**src/rtl/rv32_lsu_pkg.sv**
```systemverilog
// Shared encodings for the RV32 load/store unit: funct3 codes, FSM states, byte strobes.
package rv32_lsu_pkg;

  localparam int unsigned STRB_BITS = 4;

  localparam logic [2:0] F3_LB_SB = 3'b000;
  localparam logic [2:0] F3_LH_SH = 3'b001;
  localparam logic [2:0] F3_LW_SW = 3'b010;
  localparam logic [2:0] F3_LBU   = 3'b100;
  localparam logic [2:0] F3_LHU   = 3'b101;

  localparam logic [STRB_BITS-1:0] STRB_NONE    = 4'b0000;
  localparam logic [STRB_BITS-1:0] STRB_BYTE0   = 4'b0001;
  localparam logic [STRB_BITS-1:0] STRB_HALF_LO = 4'b0011;
  localparam logic [STRB_BITS-1:0] STRB_HALF_HI = 4'b1100;
  localparam logic [STRB_BITS-1:0] STRB_WORD    = 4'b1111;

  typedef enum logic [1:0] {
    ST_IDLE = 2'd0,
    ST_REQ  = 2'd1,
    ST_WAIT = 2'd2,
    ST_DONE = 2'd3
  } lsu_state_e;

  // Unsigned variants exist only for loads.
  function automatic logic f3_legal(input logic is_store, input logic [2:0] f3);
    case (f3)
      F3_LB_SB, F3_LH_SH, F3_LW_SW: f3_legal = 1'b1;
      F3_LBU, F3_LHU:               f3_legal = !is_store;
      default:                      f3_legal = 1'b0;
    endcase
  endfunction

  function automatic logic f3_misaligned(input logic [2:0] f3, input logic [1:0] addr_lo);
    case (f3)
      F3_LH_SH, F3_LHU: f3_misaligned = addr_lo[0];
      F3_LW_SW:         f3_misaligned = |addr_lo;
      default:          f3_misaligned = 1'b0;
    endcase
  endfunction

endpackage

```
**src/rtl/lsu_byte_align.sv**
```systemverilog
// Byte-lane steering: store data/strobe replication and load extract with sign/zero extension.
module lsu_byte_align
  import rv32_lsu_pkg::*;
#(
  parameter int unsigned XLEN = 32
) (
  input  logic [2:0]           i_st_funct3,
  input  logic [1:0]           i_st_addr_lo,
  input  logic [XLEN-1:0]      i_store_data,
  output logic [STRB_BITS-1:0] o_wstrb_c,
  output logic [XLEN-1:0]      o_wdata_c,
  input  logic [2:0]           i_ld_funct3,
  input  logic [1:0]           i_ld_addr_lo,
  input  logic [XLEN-1:0]      i_rdata,
  output logic [XLEN-1:0]      o_load_data_c
);

  logic [7:0]  w_ld_byte;
  logic [15:0] w_ld_half;

  always_comb begin
    o_wstrb_c = STRB_NONE;
    o_wdata_c = i_store_data;
    case (i_st_funct3)
      F3_LB_SB: begin
        o_wstrb_c = STRB_BITS'(STRB_BYTE0 << i_st_addr_lo);
        o_wdata_c = XLEN'({4{i_store_data[7:0]}});
      end
      F3_LH_SH: begin
        o_wstrb_c = i_st_addr_lo[1] ? STRB_HALF_HI : STRB_HALF_LO;
        o_wdata_c = XLEN'({2{i_store_data[15:0]}});
      end
      F3_LW_SW: o_wstrb_c = STRB_WORD;
      default:  o_wstrb_c = STRB_NONE;
    endcase
  end

  always_comb begin
    w_ld_byte     = i_rdata[{i_ld_addr_lo, 3'b000} +: 8];
    w_ld_half     = i_ld_addr_lo[1] ? i_rdata[31:16] : i_rdata[15:0];
    o_load_data_c = '0;
    case (i_ld_funct3)
      F3_LB_SB: o_load_data_c = {{(XLEN-8){w_ld_byte[7]}}, w_ld_byte};
      F3_LBU:   o_load_data_c = {{(XLEN-8){1'b0}}, w_ld_byte};
      F3_LH_SH: o_load_data_c = {{(XLEN-16){w_ld_half[15]}}, w_ld_half};
      F3_LHU:   o_load_data_c = {{(XLEN-16){1'b0}}, w_ld_half};
      F3_LW_SW: o_load_data_c = i_rdata;
      default:  o_load_data_c = '0;
    endcase
  end

endmodule

```
**src/rtl/mem_load_store_unit.sv**
```systemverilog
// MEM-stage load/store unit: drives a ready/rvalid data-memory bus and stalls the pipeline meanwhile.
module mem_load_store_unit
  import rv32_lsu_pkg::*;
#(
  parameter int unsigned XLEN = 32
) (
  input  logic                 i_clk,
  input  logic                 i_reset,
  input  logic                 i_mem_read,
  input  logic                 i_mem_write,
  input  logic [2:0]           i_funct3,
  input  logic [XLEN-1:0]      i_address,
  input  logic [XLEN-1:0]      i_store_data,
  input  logic                 i_pipeline_hold,
  input  logic                 i_flush,
  output logic                 o_dmem_req,
  output logic                 o_dmem_we,
  output logic [XLEN-1:0]      o_dmem_addr,
  output logic [STRB_BITS-1:0] o_dmem_wstrb,
  output logic [XLEN-1:0]      o_dmem_wdata,
  input  logic                 i_dmem_ready,
  input  logic                 i_dmem_rvalid,
  input  logic [XLEN-1:0]      i_dmem_rdata,
  output logic [XLEN-1:0]      o_load_data,
  output logic                 o_lsu_stall,
  output logic                 o_misaligned_fault
);

  lsu_state_e           r_state, w_next_state;
  logic                 r_dmem_req, r_dmem_we, r_misaligned_fault, r_flush_lat, r_is_load;
  logic [XLEN-1:0]      r_dmem_addr, r_dmem_wdata, r_load_data;
  logic [STRB_BITS-1:0] r_dmem_wstrb;
  logic [2:0]           r_ld_funct3;
  logic [1:0]           r_ld_addr_lo;

  logic                 w_legal, w_misaligned, w_start, w_fault, w_kill, w_bus_done, w_capture;
  logic [STRB_BITS-1:0] w_st_wstrb;
  logic [XLEN-1:0]      w_st_wdata, w_ld_data;

  lsu_byte_align #(.XLEN(XLEN)) u_align (
    .i_st_funct3   (i_funct3),
    .i_st_addr_lo  (i_address[1:0]),
    .i_store_data  (i_store_data),
    .o_wstrb_c     (w_st_wstrb),
    .o_wdata_c     (w_st_wdata),
    .i_ld_funct3   (r_ld_funct3),
    .i_ld_addr_lo  (r_ld_addr_lo),
    .i_rdata       (i_dmem_rdata),
    .o_load_data_c (w_ld_data)
  );

  // Access qualification; a flush seen mid-transaction suppresses writeback but not the bus cycle.
  always_comb begin
    w_legal      = (i_mem_read ^ i_mem_write) && f3_legal(i_mem_write, i_funct3);
    w_misaligned = f3_misaligned(i_funct3, i_address[1:0]);
    w_start      = (r_state == ST_IDLE) && w_legal && !w_misaligned && !i_flush;
    w_fault      = (r_state == ST_IDLE) && w_legal && w_misaligned && !i_flush;
    w_kill       = r_flush_lat || i_flush;
    w_bus_done   = ((r_state == ST_REQ) && i_dmem_ready && (!r_is_load || i_dmem_rvalid)) ||
                   ((r_state == ST_WAIT) && i_dmem_rvalid);
    w_capture    = w_bus_done && r_is_load && !w_kill;
  end

  always_comb begin
    w_next_state = r_state;
    o_lsu_stall  = 1'b0;
    case (r_state)
      ST_IDLE: begin
        o_lsu_stall = w_start;
        if (w_start) w_next_state = ST_REQ;
      end
      ST_REQ: begin
        o_lsu_stall = 1'b1;
        if (i_dmem_ready) w_next_state = !w_bus_done ? ST_WAIT : (w_kill ? ST_IDLE : ST_DONE);
      end
      ST_WAIT: begin
        o_lsu_stall = 1'b1;
        if (i_dmem_rvalid) w_next_state = w_kill ? ST_IDLE : ST_DONE;
      end
      ST_DONE: begin
        if (i_flush || !i_pipeline_hold) w_next_state = ST_IDLE;
      end
      default: w_next_state = ST_IDLE;
    endcase
    if (i_reset) o_lsu_stall = 1'b0;
  end

  always_ff @(posedge i_clk or posedge i_reset) begin
    if (i_reset) begin
      r_state            <= ST_IDLE;
      r_dmem_req         <= 1'b0;
      r_dmem_we          <= 1'b0;
      r_dmem_addr        <= '0;
      r_dmem_wstrb       <= STRB_NONE;
      r_dmem_wdata       <= '0;
      r_load_data        <= '0;
      r_misaligned_fault <= 1'b0;
      r_flush_lat        <= 1'b0;
      r_is_load          <= 1'b0;
      r_ld_funct3        <= 3'b000;
      r_ld_addr_lo       <= 2'b00;
    end else begin
      r_state            <= w_next_state;
      r_misaligned_fault <= w_fault;
      r_flush_lat        <= w_kill && ((w_next_state == ST_REQ) || (w_next_state == ST_WAIT));
      if (w_start) begin
        r_dmem_req   <= 1'b1;
        r_dmem_we    <= i_mem_write;
        r_dmem_addr  <= {i_address[XLEN-1:2], 2'b00};
        r_dmem_wstrb <= i_mem_write ? w_st_wstrb : STRB_NONE;
        r_dmem_wdata <= i_mem_write ? w_st_wdata : '0;
        r_is_load    <= i_mem_read;
        r_ld_funct3  <= i_funct3;
        r_ld_addr_lo <= i_address[1:0];
      end else if ((r_state == ST_REQ) && i_dmem_ready) begin
        r_dmem_req   <= 1'b0;
        r_dmem_we    <= 1'b0;
        r_dmem_wstrb <= STRB_NONE;
      end
      if (w_capture) r_load_data <= w_ld_data;
    end
  end

  assign o_dmem_req         = r_dmem_req;
  assign o_dmem_we          = r_dmem_we;
  assign o_dmem_addr        = r_dmem_addr;
  assign o_dmem_wstrb       = r_dmem_wstrb;
  assign o_dmem_wdata       = r_dmem_wdata;
  assign o_load_data        = r_load_data;
  assign o_misaligned_fault = r_misaligned_fault;

endmodule

```
**config.mk**
```make
export PLATFORM = sky130hd
export DESIGN_NAME = mem_load_store_unit
export DESIGN_NICKNAME = d
export VERILOG_FILES = /design/src/rtl/rv32_lsu_pkg.sv /design/src/rtl/lsu_byte_align.sv /design/src/rtl/mem_load_store_unit.sv
export SDC_FILE = /design/constraint.sdc
export NUM_CORES = 1
export LEC_CHECK = 0
export ABC_AREA = 1
export CAP_MARGIN = 20
export CORE_ASPECT_RATIO = 1.75
export CORE_MARGIN = 1.5
export CORE_UTILIZATION = 40
export DETAILED_ROUTE_END_ITERATION = 7
export PLACE_DENSITY = 0.74
export SYNTH_ARGS = -nofsm -noshare
export SYNTH_HDL_FRONTEND = slang
export SYNTH_SLANG_ARGS = --single-unit
```
**constraint.sdc**
```tcl
create_clock -name i_clk -period 4.2 [get_ports i_clk]
set_input_delay 1.05 -clock i_clk [delete_from_list [all_inputs] [get_ports i_clk]]
set_output_delay 1.05 -clock i_clk [all_outputs]
set_load 0.005 [all_outputs]
```
==> run_1/layers.png <==
Scale bar: 20 um.
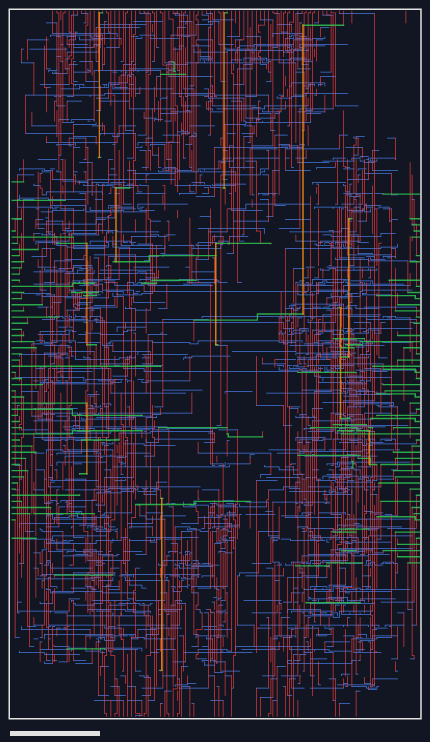
[red] M2 | wire length: 9150 um
[blue] M1 | wire length: 6300 um
[green] M3 | wire length: 885 um
[orange] M4 | wire length: 312 um

==> run_1/floorplan.png <==
Scale bar: 20 um. Pins as bars on the die edge.
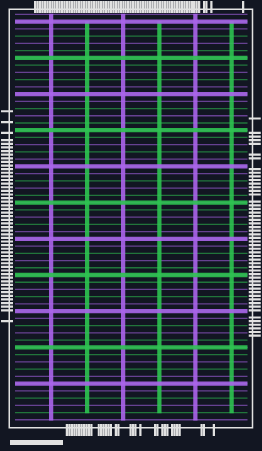
[green] VDD
[purple] VSS
met5 straps: 11
rows: 56
met1 rails: 57
met4 straps: 6
signal pins: 211

==> impl_metrics.ini, run 1 <==
; yosys + openroad results
[detailed_routing]
vias = 5251

[global_routing]
grt_max_degree = 82
overflow = 0

[timing]
fin_skew_ps = 7.38
setup_viol = 0

[yosys]
yosys.stat.seqShare = 0.510
syn_inst = 694
yosysCellCount = 694
ff_type = dfrtp_1
synth_flop_count = 110
yosysChipArea_um2 = 5400

[placed_design]
routabilityCongestion = 0.861

[critical_path]
reg2regPathDepth = 12
critPathLaunchType = primary input
r2r-start = r_state[0]
crit_required_ps = 3150
crit_type = in -> out
cp_max_fo = 4
crit_path_start = i_flush

[status]
status = finished clean

[power]
pwr-share-seq = 0.364
p_sw_mw = 1.74

[cts]
cts_sinks = 110
clock_tree.buffer_depth = 2
clk_pin_slew_worst_paths_ps = 70

[floorplanning]
rows = 56
die_w_um = 90.8

[job]
max_cap_violations = 0

[final_layout]
mostFrequentLayoutCells = nand2_1, clkdlybuf4s50_1, dfrtp_1
nFillCells = 1251

[min_path]
hold_depth = 2
==> run_1/clock_wires.png <==
Scale bar: 20 um.
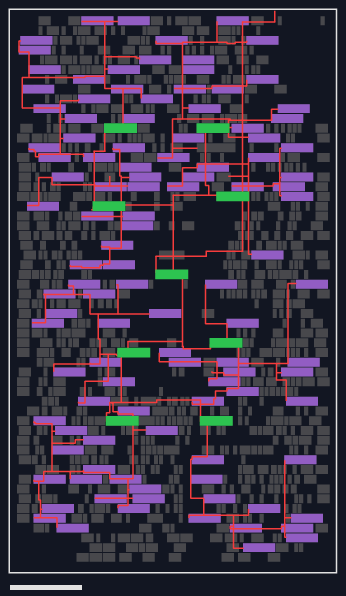
[green] clock-net drivers | count: 9
[purple] flip-flops | count: 110
[red] clock wires | length: 1340 um
routed clock nets: 10

[run 1: power groups by stage]
stage / Combinational (mW) / Clock (mW) / Sequential [mW]
floorplan: 1.01 / 0 / 1.80
global placement: 2.25 / 0 / 1.80
detailed placement: 2.28 / 0 / 1.81
CTS: 2.29 / 0.923 / 1.80
global route: 2.49 / 0.964 / 1.86
finish: 2.26 / 0.896 / 1.81
[run 1: synthesized netlist by cell type (2+ instances only)]
| cell type | n | area [um^2] |
|---|---|---|
| buf_2 | 11 | 55.1 |
| nor2_2 | 2 | 12.5 |
| o221ai_1 | 14 | 123 |
| or2_2 | 5 | 31.3 |
| nor3_1 | 3 | 15.0 |
| clkbuf_1 | 16 | 60.1 |
| o211ai_1 | 2 | 15.0 |
| nand3_1 | 32 | 160 |
| inv_1 | 46 | 173 |
| mux2i_1 | 2 | 20.0 |
| buf_4 | 5 | 37.5 |
| o21ai_2 | 20 | 175 |
| nand2_1 | 328 | 1230 |
| dfrtp_1 | 110 | 2750 |
| a31oi_1 | 4 | 25.0 |
| o21ai_0 | 60 | 300 |
| o21ai_1 | 2 | 10.0 |
| buf_6 | 2 | 22.5 |
| nand4_1 | 3 | 18.8 |
| a21oi_1 | 3 | 15.0 |
| nor2_1 | 13 | 48.8 |
| ha_1 | 5 | 62.6 |
[run 1: sequential cells by signal, summed over array words and instances, names as in the netlist]
| register | flops |
|---|---|
| o_misaligned_fault | 1 |
| o_dmem_wdata | 32 |
| r_state | 2 |
| o_dmem_addr | 30 |
| o_load_data | 32 |
| o_dmem_we | 1 |
| o_dmem_req | 1 |
| r_ld_funct3 | 3 |
| r_ld_addr_lo | 2 |
| o_dmem_wstrb | 4 |
| r_is_load | 1 |
| r_flush_lat | 1 |
[run 1: layer usage]
| metal | track usage | share of wire | wire length (um) |
|---|---|---|---|
| met1 | 0.261 | 0.38 | 6300 |
| met5 | 0 | 0 | 0 |
| met4 | 0.0811 | 0.019 | 312 |
| met3 | 0.0491 | 0.053 | 885 |
| met2 | 0.433 | 0.55 | 9150 |
[run 1: per-stage QoR]
stage / hold WS [ps] / power, mW / instances / cell area [um^2] / util
global route: 503 / 5.32 / 1067 / 7930 / 0.595
global placement: 461 / 4.06 / 1051 / 7610 / 0.572
CTS: 485 / 5.02 / 1067 / 7930 / 0.595
finish: 480 / 4.96 / 1067 / 7930 / 0.595
floorplan: 453 / 2.82 / 695 / 5400 / -
detailed placement: 464 / 4.10 / 1051 / 7610 / 0.572
[run 1: critical path, cell delays in order]
cell,delay (ps)
clkdlybuf4s50_1,480
nor2_1,210
nand3_1,130
nor2_2,140
nand2_4,60
inv_2,60
nor2_1,50
nor3_1,120
clkdlybuf4s50_1,520
[run 1: final cells by class]
cell class | instances | share of cell area
sequential | 110 | 0.347
multi-input combinational | 503 | 0.290
timing repair buffer | 217 | 0.273
clock buffer | 10 | 0.0302
tap | 174 | 0.0275
inverter | 47 | 0.0226
clock inverter | 6 | 0.00963
[run 1: cell families after synthesis]
family / Yosys count
muxes: 2
AOI/OAI and AO/OA: 106
and+or+nand+nor: 388
other: 1
DFF: 110
buffers and inverters: 82
adders and majority gates: 5
==> run_1/clock_nets.png <==
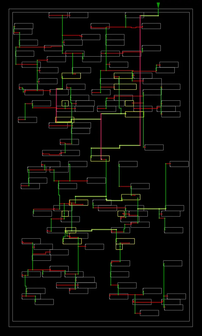

==> run 2, diff against run 1 <==
- CORE_MARGIN: 1.5 -> unset
==> run_2/clock_nets.png <==
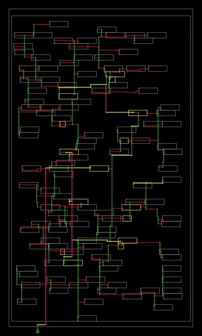
Setup Skew: 8.57 ps
Clock Sink Count: 110
Inserted Clock Buffers: 9
worst skew pair latency: 360 ps

==> run_2/clock_wires.png <==
Scale bar: 20 um.
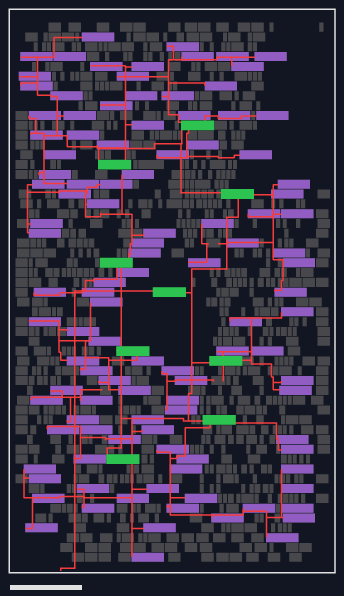
[green] clock-net drivers | count: 9
[purple] flip-flops | count: 110
[red] clock wires | length: 1350 um
flops lie: spread over the die

==> run 2 against run 1 <==
  * Register-to-register slack worse by 60 ps
  * Global-route usage down 0.24 points
  * Cell count decreased by 0.37%
  * Core utilization up 0.78 points
  * Routed wire length decreased by 4.2%
  * First-iteration DRC count up 16%
  * Sequential share of layout area increased by 0.18 points
  * Clock skew rose by 1.2 ps
  * Largest cell class unchanged
  * Critical path type unchanged
  * Sequential cell count is the same
==> impl_metrics.ini, run 2 <==
; yosys + openroad results
[yosys]
synth-async-reset-ratio = 1.00
synthTopCellsByArea = dfrtp_1, nand2_1, o21ai_0
top_area_cell = dfrtp_1
synth_flop_count = 110
yosysMostFrequentCell = nand2_1
syn_inst = 694
synth_cell_types = 28
ff_type = dfrtp_1
yosys.area.top_type_share = 0.510
ys_top_cells_by_count = nand2_1, dfrtp_1, o21ai_0
yosys.stat.seqShare = 0.510
yosysChipArea_um2 = 5400
yosysCellCount = 694

[detailed_routing]
antenna_left = 0
vias = 5153
drc = 0
wirelength_mm = 15.9
vias_per_cell = 4.85

[timing]
setup_viol = 0
hold_violations = 0

[cts]
clock_tree.buffer_depth = 2
clk_pin_slew_worst_paths_ps = 80

[final_layout]
nFillCells = 1184
mi_logic_area_um2 = 2300
mostFrequentLayoutCells = nand2_1, clkdlybuf4s50_1, dfrtp_1

[job]
max_cap_violations = 0

[critical_path]
critPathCaptureType = primary output
critPathLaunchType = primary input
cp_max_fo = 6
crit_type = in -> out
crit_required_ps = 3150

[global_routing]
overflow = 0
grt_max_degree = 82

[power]
totalPowerFinal_mw = 4.86

[floorplanning]
rows = 55

[status]
status = finished clean

[placed_design]
routabilityCongestion = 0.877
==> run 2: cell counts after synthesis <==
No cell type changed its count.
==> run 2: cells by family after synthesis <==
| group | Yosys count | share of synthesized area |
|---|---|---|
| AND-OR/OR-AND | 106 | 0.124 |
| adder cells (fa/ha/maj) | 5 | 0.0116 |
| buffers and inverters | 82 | 0.0658 |
| flip-flops | 110 | 0.510 |
| multiplexers | 2 | 0.00371 |
| other | 1 | 0.000694 |
| AND/OR/NAND/NOR | 388 | 0.284 |
==> run 2: path summary, 6_finish.rpt <==
check / start / to / slack [ps] / cells past startpoint
max: i_funct3[1] / o_lsu_stall / 350 / 9
min: o_load_data[24] / o_load_data[24] / 480 / 2
max reg2reg: r_state[0] / o_dmem_wdata[10] / 1760 / 12
min reg2reg: o_load_data[24] / o_load_data[24] / 480 / 2
max in group asynchronous: i_reset / o_dmem_wdata[1] / 2270 / 3
min in group asynchronous: i_reset / o_dmem_addr[7] / 1170 / 2
==> run 2: final cells by class <==
type | count | share of cell area
sequential | 110 | 0.349
multi-input combinational | 503 | 0.292
tap | 171 | 0.0271
clock buffer | 9 | 0.0286
clock inverter | 7 | 0.00746
timing repair buffer | 216 | 0.273
inverter | 47 | 0.0227
==> run 2: worst max-delay path, cell delays in order <==
cell and delay [ps]:
clkdlybuf4s50_1 580, nand2_1 70, a21oi_1 240, nor2_2 90
nand2_4 70, inv_2 40, nor2_1 150, nor3_1 70
clkdlybuf4s50_1 440
==> run 2: per-stage QoR <==
| stage | utilization | setup slack (ps) | cells | hold WS (ps) | cell area (um^2) |
|---|---|---|---|---|---|
| 2_1_floorplan | - | 248 | 695 | 453 | 5400 |
| 3_3_place_gp | 0.581 | 347 | 1047 | 460 | 7600 |
| 3_5_place_dp | 0.581 | 333 | 1047 | 464 | 7600 |
| 4_1_cts | 0.603 | 327 | 1063 | 485 | 7890 |
| 5_1_grt | 0.603 | 217 | 1063 | 501 | 7890 |
| 6_report | 0.603 | 352 | 1063 | 480 | 7890 |
==> run 2: metal layers <==
| metal | track usage | wire length [um] | vias up | share of wire |
|---|---|---|---|---|
| li1 | - | - | 2594 | - |
| met1 | 0.266 | 6370 | 2391 | 0.40 |
| met2 | 0.424 | 8580 | 146 | 0.54 |
| met3 | 0.0409 | 603 | 22 | 0.038 |
| met4 | 0.0851 | 397 | 0 | 0.025 |
| met5 | 0 | 0 | - | 0 |
==> run 2: report_power, final <==
group	switching, mW	internal, mW	leakage (nW)	total (mW)
clock network	0.415	0.411	0.131	0.826
registers	0.294	1.51	1.42	1.80
logic	1.01	1.22	2.30	2.23
==> run 3, diff against run 2 <==
- CAP_MARGIN: 20 -> 10
==> run_3/clock_wires.png <==
Scale bar: 20 um.
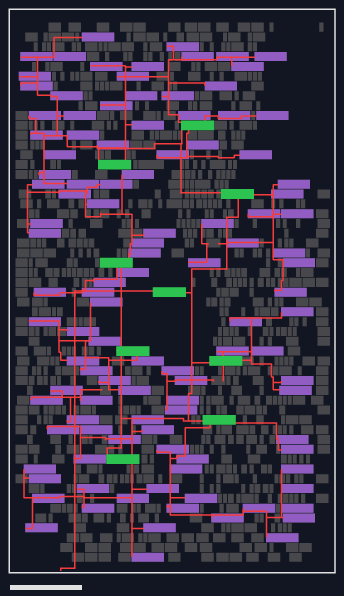
[purple] flip-flops | count: 110
[green] clock-net drivers | count: 9
[red] clock wires | length: 1350 um
flops lie: spread over the die

==> run_3/class_map.png <==
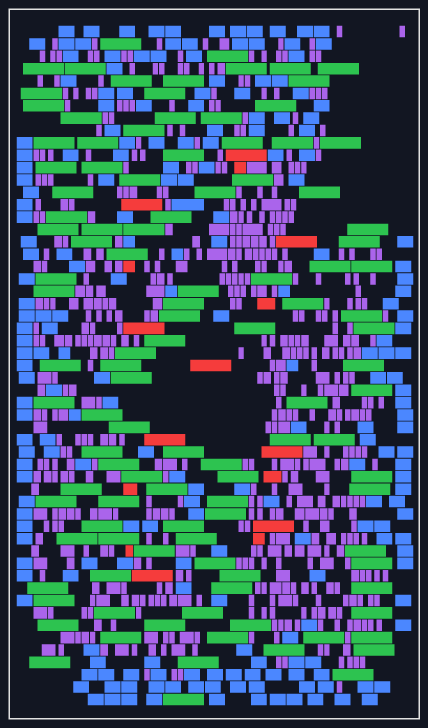
[red] clock drivers and dummy loads | cells: 16
[purple] remaining logic cells | cells: 550
[blue] remaining buffers and delay cells | cells: 216
[green] registers | cells: 110

==> run 3 against run 2 <==
  * Via count unchanged
  * Register-to-register slack barely moved
  * Routed wire length did not move
  * Clock power hardly changed
  * Critical endpoint unchanged
==> impl_metrics.ini, run 3 <==
; yosys + openroad results
[critical_path]
r2r-start = r_state[0]
crit_type = in -> out
reg2regPathDepth = 12
critPathCaptureType = primary output
critPathLaunchType = primary input
crit_required_ps = 3150
ff2ff_setup_slack_ps = 1760
cp_max_fo = 6
reg2reg_to = o_dmem_wdata[10]

[min_path]
hold_depth = 2
min_from = o_load_data[24]
min_to = o_load_data[24]

[power]
p_sw_mw = 1.72
totalPowerFinal_mw = 4.86
intPower_mw = 3.14
sw_frac_of_total = 0.354
pwr-share-seq = 0.371

[job]
max_cap_violations = 0

[cts]
numCtsBuffers = 9
clock.latency.late_pin_ps = 360
cts_sinks = 110

[placed_design]
pre_cts_slack_ps = 333
routabilityCongestion = 0.877

[timing]
hold_violations = 0
hold_slack_ps = 480
setup_viol = 0
final.setup.worst_slack_ps = 352

[final_layout]
mostFrequentLayoutCells = nand2_1, clkdlybuf4s50_1, dfrtp_1
mi_logic_area_um2 = 2300
final_util = 0.603

[detailed_routing]
vias = 5153
wirelength_mm = 15.9
drc = 0
vias_per_cell = 4.85
antenna_left = 0

[floorplanning]
rows = 55

[yosys]
yosys.area.top_type_share = 0.510
yosysChipArea_um2 = 5400
yosysCellCount = 694
synth-async-reset-ratio = 1.00
ys_top_cells_by_count = nand2_1, dfrtp_1, o21ai_0

[status]
status = finished clean
[run 3: critical path, stage by stage]
cell and delay, ps:
clkdlybuf4s50_1 580, nand2_1 70, a21oi_1 240, nor2_2 90, nand2_4 70, inv_2 40
nor2_1 150, nor3_1 70, clkdlybuf4s50_1 440
[run 3: power by group through the flow]
stage,combinational (mW),clock (mW),sequential (mW)
2_1_floorplan,1.01,0,1.80
3_5_place_dp,2.24,0,1.82
4_1_cts,2.25,0.846,1.81
5_1_grt,2.47,0.884,1.87
3_3_place_gp,2.21,0,1.81
6_report,2.23,0.826,1.80
[run 3: cells by family after synthesis]
kind of cell,after synthesis,share of synthesized area
AND-OR/OR-AND,106,0.124
adder cells (fa/ha/maj),5,0.0116
buffers and inverters,82,0.0658
flip-flops,110,0.510
multiplexers,2,0.00371
other,1,0.000694
AND/OR/NAND/NOR,388,0.284
[run 3: through the flow]
| stage | instance area (um^2) | instances |
|---|---|---|
| CTS | 7890 | 1063 |
| finish | 7890 | 1063 |
| floorplan | 5400 | 695 |
| global route | 7890 | 1063 |
| global placement | 7600 | 1047 |
| detailed placement | 7600 | 1047 |
[run 3: worst max path at each step]
stage | from | to | slack (ps)
2_1_floorplan | i_reset | o_dmem_addr[10] | 250
3_3_place_gp | i_mem_write | o_lsu_stall | 350
3_5_place_dp | i_mem_write | o_lsu_stall | 330
4_1_cts | i_mem_write | o_lsu_stall | 330
5_1_grt | i_funct3[2] | o_lsu_stall | 220
6_report | i_funct3[1] | o_lsu_stall | 350
[run 3: area by class of cell]
| cell class | count | area share |
|---|---|---|
| clock buffers | 9 | 0.0286 |
| inverters | 47 | 0.0227 |
| repair buffers | 216 | 0.273 |
| well taps | 171 | 0.0271 |
| clock inverters | 7 | 0.00746 |
| multi-input cells | 503 | 0.292 |
| flip-flops and latches | 110 | 0.349 |
[run 3: layer usage]
layer	GRT usage	part of all wire
met5	0	0
met2	0.424	0.54
met4	0.0851	0.025
met3	0.0409	0.038
met1	0.266	0.40
Power is estimated from default activity; no workload was simulated.
